**Run 1: the clock network**

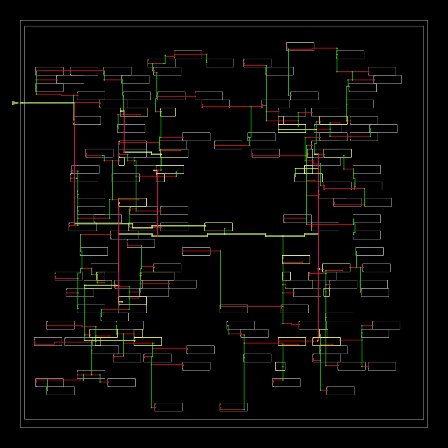
**Run 1: metal layers overlaid**

The bar under the picture is 50 um long. Only two layers are drawn.
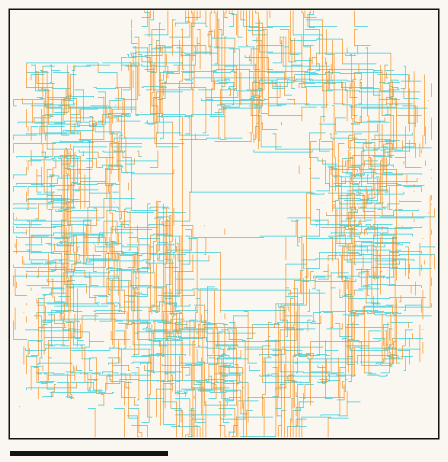
**Run 1: floorplan with the power grid**

The bar under the picture is 50 um long. Pins as bars on the die edge.
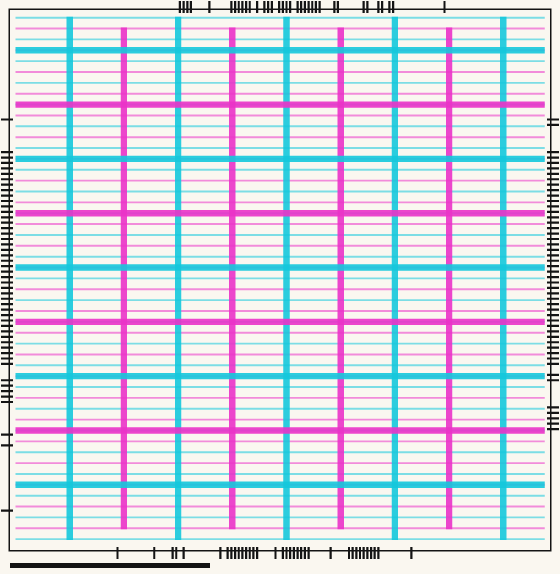
`src/rtl/alu_mult_seq.sv`:
```
// Shift-add unsigned multiplier that sequences the shared ALU with ADD ops.
// Define MULT_EARLY_EXIT_EN to finish as soon as the remaining multiplier bits are all zero.
module alu_mult_seq #(
  parameter int WIDTH = 16,
  parameter int CNT_W = 5
) (
  input  logic             clk,
  input  logic             reset,
  input  logic             start,
  input  logic [WIDTH-1:0] a_in,
  input  logic [WIDTH-1:0] b_in,
  output logic             busy,
  output logic             done,
  output logic [31:0]      product,
  output logic [31:0]      alu_a,
  output logic [31:0]      alu_b,
  output logic [2:0]       alu_op,
  input  logic [31:0]      alu_out
);

  localparam logic [1:0] S_IDLE = 2'd0;
  localparam logic [1:0] S_RUN  = 2'd1;
  localparam logic [1:0] S_DONE = 2'd2;

  localparam logic [2:0] OP_AND = 3'd0;
  localparam logic [2:0] OP_ADD = 3'd2;

  localparam logic [CNT_W-1:0] LAST = CNT_W'(WIDTH - 1);

  logic [1:0]       state;
  logic [31:0]      acc;
  logic [31:0]      mcand;
  logic [WIDTH-1:0] mplier;
  logic [CNT_W-1:0] cnt;
  logic [31:0]      acc_nx;
  logic             last;

  assign acc_nx = mplier[0] ? alu_out : acc;

`ifdef MULT_EARLY_EXIT_EN
  assign last = (cnt == LAST) || ((mplier >> 1) == '0);
`else
  assign last = (cnt == LAST);
`endif

  assign busy   = (state == S_RUN) || (state == S_DONE);
  assign done   = (state == S_DONE);
  assign alu_a  = (state == S_RUN) ? acc : '0;
  assign alu_b  = (state == S_RUN) ? mcand : '0;
  assign alu_op = (state == S_RUN) ? OP_ADD : OP_AND;

  always_ff @(posedge clk or posedge reset) begin
    if (reset) begin
      state   <= S_IDLE;
      acc     <= '0;
      mcand   <= '0;
      mplier  <= '0;
      cnt     <= '0;
      product <= '0;
    end else begin
      unique case (state)
        S_IDLE: begin
          if (start) begin
            acc    <= '0;
            mcand  <= 32'(a_in);
            mplier <= b_in;
            cnt    <= '0;
            state  <= S_RUN;
          end
        end
        S_RUN: begin
          acc    <= acc_nx;
          mcand  <= mcand << 1;
          mplier <= mplier >> 1;
          cnt    <= cnt + 1'b1;
          if (last) begin
            product <= acc_nx;
            state   <= S_DONE;
          end
        end
        S_DONE: state <= S_IDLE;
        default: state <= S_IDLE;
      endcase
    end
  end

endmodule

```
`config.mk`:
```
export PLATFORM = sky130hd
export DESIGN_NAME = alu_mult_seq
export DESIGN_NICKNAME = d
export VERILOG_FILES = /design/src/rtl/alu_mult_seq.sv
export SDC_FILE = /design/constraint.sdc
export NUM_CORES = 1
export LEC_CHECK = 0
export CELL_PAD_IN_SITES_DETAIL_PLACEMENT = 1
export CELL_PAD_IN_SITES_GLOBAL_PLACEMENT = 2
export CORE_UTILIZATION = 31
export CTS_CLUSTER_DIAMETER = 120
export DETAILED_ROUTE_END_ITERATION = 7
export PLACE_DENSITY = 0.92
export SYNTH_ARGS = -nofsm -noshare
export SYNTH_HDL_FRONTEND = slang
export SYNTH_SLANG_ARGS = --single-unit
```
`constraint.sdc`:
```
create_clock -name clk -period 7.4 [get_ports clk]
set_input_delay 1.48 -clock clk [delete_from_list [all_inputs] [get_ports clk]]
set_output_delay 1.48 -clock clk [all_outputs]
set_load 0.005 [all_outputs]
```
==> impl_metrics.py, run 1 <==
# Generated from Yosys and OpenROAD reports
metrics = {
    "pwr": {
        "swShare_pct": 34.8,
        "power_report.internal_total_w": 0.00187,
        "power.total_w": 0.00286,
        "switchingPower_w": 0.000997,
        "pwr-share-comb_pct": 38.7,
        "power_density_nw_per_um2": 366,
        "clock_share_of_power_pct": 26.8,
    },
    "critical_path": {
        "worst_path_fanout_max": 97,
        "crit_path_frequent_cell": "sky130_fd_sc_hd__inv_1",
        "critical_path.cell_chain": "inv_1, ha_4, inv_1, nor2_1, clkdlybuf4s50_1",
        "crit_required_ns": 5.92,
        "worst_path_max_delay_cell": "sky130_fd_sc_hd__ha_4",
        "reg2reg_depth": 5,
        "critPathArrivalTime_ns": 2.83,
        "critical_path_cell_count": 5,
        "worst_reg2reg_path_startpoint": "state[1]",
        "r2r_setup_slack_ns": 4.54,
    },
    "place": {
        "buffer_ports.inserted": 165,
        "detailedPlacementHpwl_um": 10500,
        "routabilityCongestion": 0.776,
    },
    "global_routing": {
        "groute.layer.met2.usage_pct": 30.4,
        "busiest_layer": "met2",
        "total_grt_overflow": 0,
        "pin_count_of_the_biggest_net_entering_global_routing": 98,
        "vias_in_the_first_global_route": 4878,
        "groute.layer.met3.usage_pct": 4.26,
    },
    "final_layout": {
        "layout.nonclk_buf_share_pct": 21.6,
        "comb-cell-share_pct": 29.3,
        "regArea_um2": 2980,
        "layout_top_cells_excl_fill_tap": "165 x sky130_fd_sc_hd__clkdlybuf4s50_1, 118 x sky130_fd_sc_hd__dfrtp_1, 74 x sky130_fd_sc_hd__and2_1, 49 x sky130_fd_sc_hd__a22o_1, 47 x sky130_fd_sc_hd__mux2i_1",
        "ff_count": 119,
        "layout_top_cell": "sky130_fd_sc_hd__clkdlybuf4s50_1",
        "design.final.nets": 723,
        "layout-drive-gt1-share_pct": 6.49,
        "layoutNonFillerInstCount": 888,
        "insertedDiodeCount": 0,
        "clock_cell_area_share_pct": 7.00,
        "fillers": 1869,
        "area.growth.synth_to_final_pct": 42.3,
        "multi_input_comb_area_um2": 2290,
        "num-multi-input-gates": 335,
        "area_dominant_class": "sequential cells",
    },
    "floorplanning": {
        "io_pins": 168,
        "well_tap_count": 225,
    },
    "yosys": {
        "fa_ha_area_share_pct": 1.14,
        "synth.logic.top_family": "AND-OR/OR-AND gates",
        "synthCells": 504,
        "mux_share_pct": 8.74,
        "xor_area_share_pct": 0,
        "synth.cellmix.compoundShare_pct": 17.0,
        "synthSimpleGateAreaFrac_pct": 14.2,
        "flop_cell": "sky130_fd_sc_hd__dfrtp_1",
        "synth.yosys.warnings": 0,
        "enable_flop_cells": 0,
        "largest_area_cell": "sky130_fd_sc_hd__dfrtp_1",
        "syn_avg_cell_area_um2": 10.9,
        "synthTopCellsByArea": "sky130_fd_sc_hd__dfrtp_1 54%, sky130_fd_sc_hd__mux2i_1 8.7%, sky130_fd_sc_hd__and2_1 8.5%, sky130_fd_sc_hd__a22o_1 7.8%, sky130_fd_sc_hd__a21oi_1 3.7%",
        "ys_chip_area_um2": 5500,
    },
    "cts": {
        "cts.repair_timing.setup_buffer_count": 0,
        "cts.reportedPaths.clkPinSlew_ns": 0.06,
        "cts_repair_resize_count": 0,
        "clk_latency_ns": 0.41,
        "cts_htree_levels": 4,
        "cts-buffers-inserted": 17,
        "ctsRootBufferMaster": "sky130_fd_sc_hd__clkbuf_16",
        "cts_tree": "built",
    },
    "timing": {
        "finalCritPeriodShare_pct": 58.3,
        "worst_hold_margin_ns": 0.485,
        "timing.final.hold_violations": 0,
        "report.final.setup_viol": 0,
        "worst_pin_slew_ns": 1.17,
        "drv_slew": 0,
        "fin_crit_ns": 4.31,
    },
    "routing": {
        "wl_met2_um": 7860,
        "route.detailed.drc": 0,
        "detailedRoute.firstIterationViolations": 169,
        "detail_route.vias_per_cell": 5.02,
        "wirelength_met1_um": 7000,
        "met3_length_um": 821,
        "route.antenna.remaining_nets": 0,
        "dr.max_layer_used": "met4",
    },
    "worst_hold_path": {
        "min-delay-path-class": "flop to flop",
    },
    "outcome": {
        "outcome": "finished clean",
    },
}
Notes on 'the clock network' above:
# clk buffers: 18
clock-net power: 0.000766 W
clock skew after layout: 0.00663 ns

Notes on 'metal layers overlaid' above:
| colour | layer | wire length |
|---|---|---|
| cyan | met1 | 7000 um |
| orange | met2 | 7860 um |
via count: 4461
overall global routing resource usage: 18.2%
routed wire length per instance: 18.0 um
post-detailed-routing wire length: 16000 um

Notes on 'floorplan with the power grid' above:
| colour | net |
|---|---|
| magenta | VDD |
| cyan | VSS |
signal pins: 168
met5 straps: 9
horizontal die dimension: 135 um
worst ir drop on vdd: 205 uV
core area: 17300 um^2
die height: 135 um

[run 1: state kept, by name, summed over array words and instances, names as in the netlist]
signal,cells
mplier,16
state,2
acc,32
product,32
cnt,5
mcand,32
[run 1: through the flow]
stage,worst slack [ns],cell area (um^2)
after floorplan,2.76,5500
after global placement,3.59,7280
after detailed placement,3.44,7280
after CTS,2.98,7830
after global routing,2.90,7830
final,3.09,7830
[run 1: worst min path at each step]
stage / start / end / depth (start not counted)
2_1_floorplan: mplier[10] / mplier[10] / 2
3_3_place_gp: mplier[10] / mplier[10] / 2
3_5_place_dp: mplier[1] / mplier[1] / 2
4_1_cts: mplier[11] / mplier[11] / 2
5_1_grt: mplier[3] / mplier[3] / 2
6_report: mplier[11] / mplier[11] / 2
==> run 2: changes to the inputs <==
--- a/config.mk
+++ b/config.mk
@@ -7,10 +7,10 @@
 export LEC_CHECK = 0
 export CELL_PAD_IN_SITES_DETAIL_PLACEMENT = 1
 export CELL_PAD_IN_SITES_GLOBAL_PLACEMENT = 2
-export CORE_UTILIZATION = 31
+export CORE_UTILIZATION = 26
 export CTS_CLUSTER_DIAMETER = 120
 export DETAILED_ROUTE_END_ITERATION = 7
-export PLACE_DENSITY = 0.92
+export PLACE_DENSITY = 0.83
 export SYNTH_ARGS = -nofsm -noshare
 export SYNTH_HDL_FRONTEND = slang
 export SYNTH_SLANG_ARGS = --single-unit
==> constraint.sdc (replaced) <==
create_clock -name clk -period 3.75 [get_ports clk]
set_input_delay 0.75 -clock clk [delete_from_list [all_inputs] [get_ports clk]]
set_output_delay 0.75 -clock clk [all_outputs]
set_load 0.005 [all_outputs]
**Run 2: floorplan with the power grid**

The bar under the picture is 50 um long. Pins as bars on the die edge.
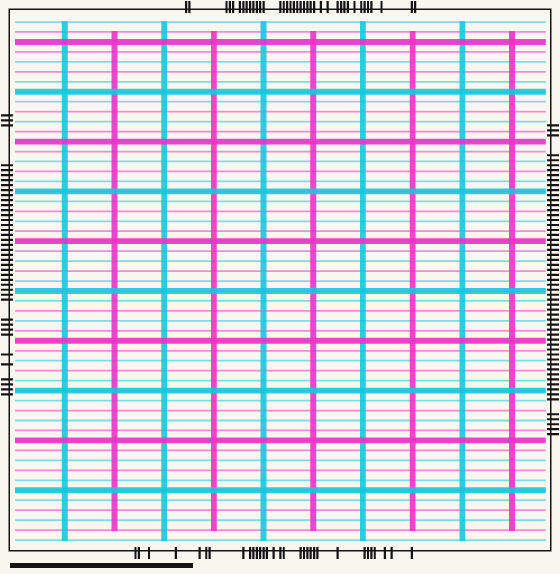
| colour | net |
|---|---|
| magenta | VDD |
| cyan | VSS |
rows: 52
met4 straps: 10
met1 rails: 53

==> impl_metrics.py, run 2 <==
# Generated from Yosys and OpenROAD reports
metrics = {
    "outcome": {
        "outcome": "finished clean",
    },
    "yosys": {
        "flop_cell": "sky130_fd_sc_hd__dfrtp_1",
        "ys_chip_area_um2": 5500,
        "synthCells": 504,
        "synth.yosys.warnings": 0,
        "largest_area_cell": "sky130_fd_sc_hd__dfrtp_1",
        "synthTopCellsByArea": "sky130_fd_sc_hd__dfrtp_1 54%, sky130_fd_sc_hd__mux2i_1 8.7%, sky130_fd_sc_hd__and2_1 8.5%, sky130_fd_sc_hd__a22o_1 7.8%, sky130_fd_sc_hd__a21oi_1 3.7%",
    },
    "final_layout": {
        "layout_top_cell": "sky130_fd_sc_hd__clkdlybuf4s50_1",
        "biggestRegsByFlops": "acc (32), mcand (32), product (32)",
        "fillers": 2265,
        "design.final.nets": 728,
        "insertedDiodeCount": 0,
        "layoutNonFillerInstCount": 937,
        "area.growth.synth_to_final_pct": 44.2,
    },
    "place": {
        "instance_area_after_placement_um2": 7380,
        "routabilityCongestion": 0.766,
        "preCtsSetupSlack_ns": 0.761,
        "buffer_ports.inserted": 165,
    },
    "pwr": {
        "power.total_w": 0.00566,
        "pwr-share-comb_pct": 38.8,
        "power_density_nw_per_um2": 714,
        "power_report.internal_total_w": 0.00375,
        "switchingPower_w": 0.00190,
        "power_clock_w": 0.00152,
        "vdd.ir_drop.worst_uv": 348,
    },
    "critical_path": {
        "critical_path_cell_count": 5,
        "r2r_setup_slack_ns": 1.19,
        "reg2reg_depth": 5,
        "critPathArrivalTime_ns": 2.46,
        "critical_path.cell_chain": "inv_1, ha_4, buf_4, and2_1, clkdlybuf4s50_1",
        "worst_path_fanout_max": 54,
        "worst_path_max_delay_cell": "sky130_fd_sc_hd__clkdlybuf4s50_1",
    },
    "timing": {
        "report.final.setup_viol": 0,
        "fin_crit_ns": 3.21,
        "drv_slew": 0,
        "finalWorstSetupSlack_ns": 0.538,
        "finalCritPeriodShare_pct": 85.7,
        "clock_skew_after_layout_ns": 0.00675,
        "worst_hold_margin_ns": 0.482,
    },
    "floorplanning": {
        "placeableCoreArea_um2": 20500,
    },
    "global_routing": {
        "total_grt_overflow": 0,
    },
    "cts": {
        "cts.repair_timing.setup_buffer_count": 0,
        "clk_latency_ns": 0.41,
        "cts_htree_levels": 4,
        "cts-buffers-inserted": 17,
        "cts.reportedPaths.clkPinSlew_ns": 0.05,
        "cts_repair_resize_count": 0,
    },
    "worst_hold_path": {
        "hold_path_depth": 2,
        "min-delay-path-class": "flop to flop",
    },
    "routing": {
        "dr.max_layer_used": "met4",
        "wl_met2_um": 7720,
        "detail_route.wl_per_cell_um": 16.9,
        "wirelength_met1_um": 7240,
        "detail_route.vias_per_cell": 4.71,
    },
}
**Run 2: met3 routing**

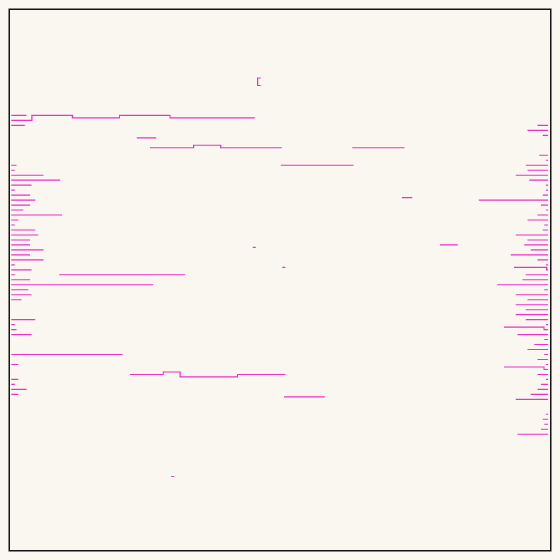
wire length on this layer: 738 um
main direction: horizontal
post-detailed-routing wire length: 15900 um
via count: 4409

[run 2: cell counts after synthesis]
Identical to the previous run, type by type.
[run 2: final cells by class]
cell class / instances / area, um^2 / share of cell area (%)
well taps: 270 / 338 / 4.26
clock inverters: 4 / 45.0 / 0.568
flip-flops and latches: 119 / 2980 / 37.6
clock buffers: 26 / 499 / 6.30
repair buffers: 175 / 1740 / 21.9
multi-input cells: 335 / 2290 / 28.9
inverters: 8 / 33.8 / 0.426
[run 2: cells by family (layout without fill, tap and decap cells)]
family	count (synthesis)	after routing	synth area share, %
adders and majority gates	5	5	1.14
other	1	2	0.0682
AOI/OAI and AO/OA	133	133	17.0
and+or+nand+nor	147	147	14.2
buffers and inverters	51	213	4.75
muxes	48	48	8.74
DFF	119	119	54.1
Power is estimated from default activity; no workload was simulated.
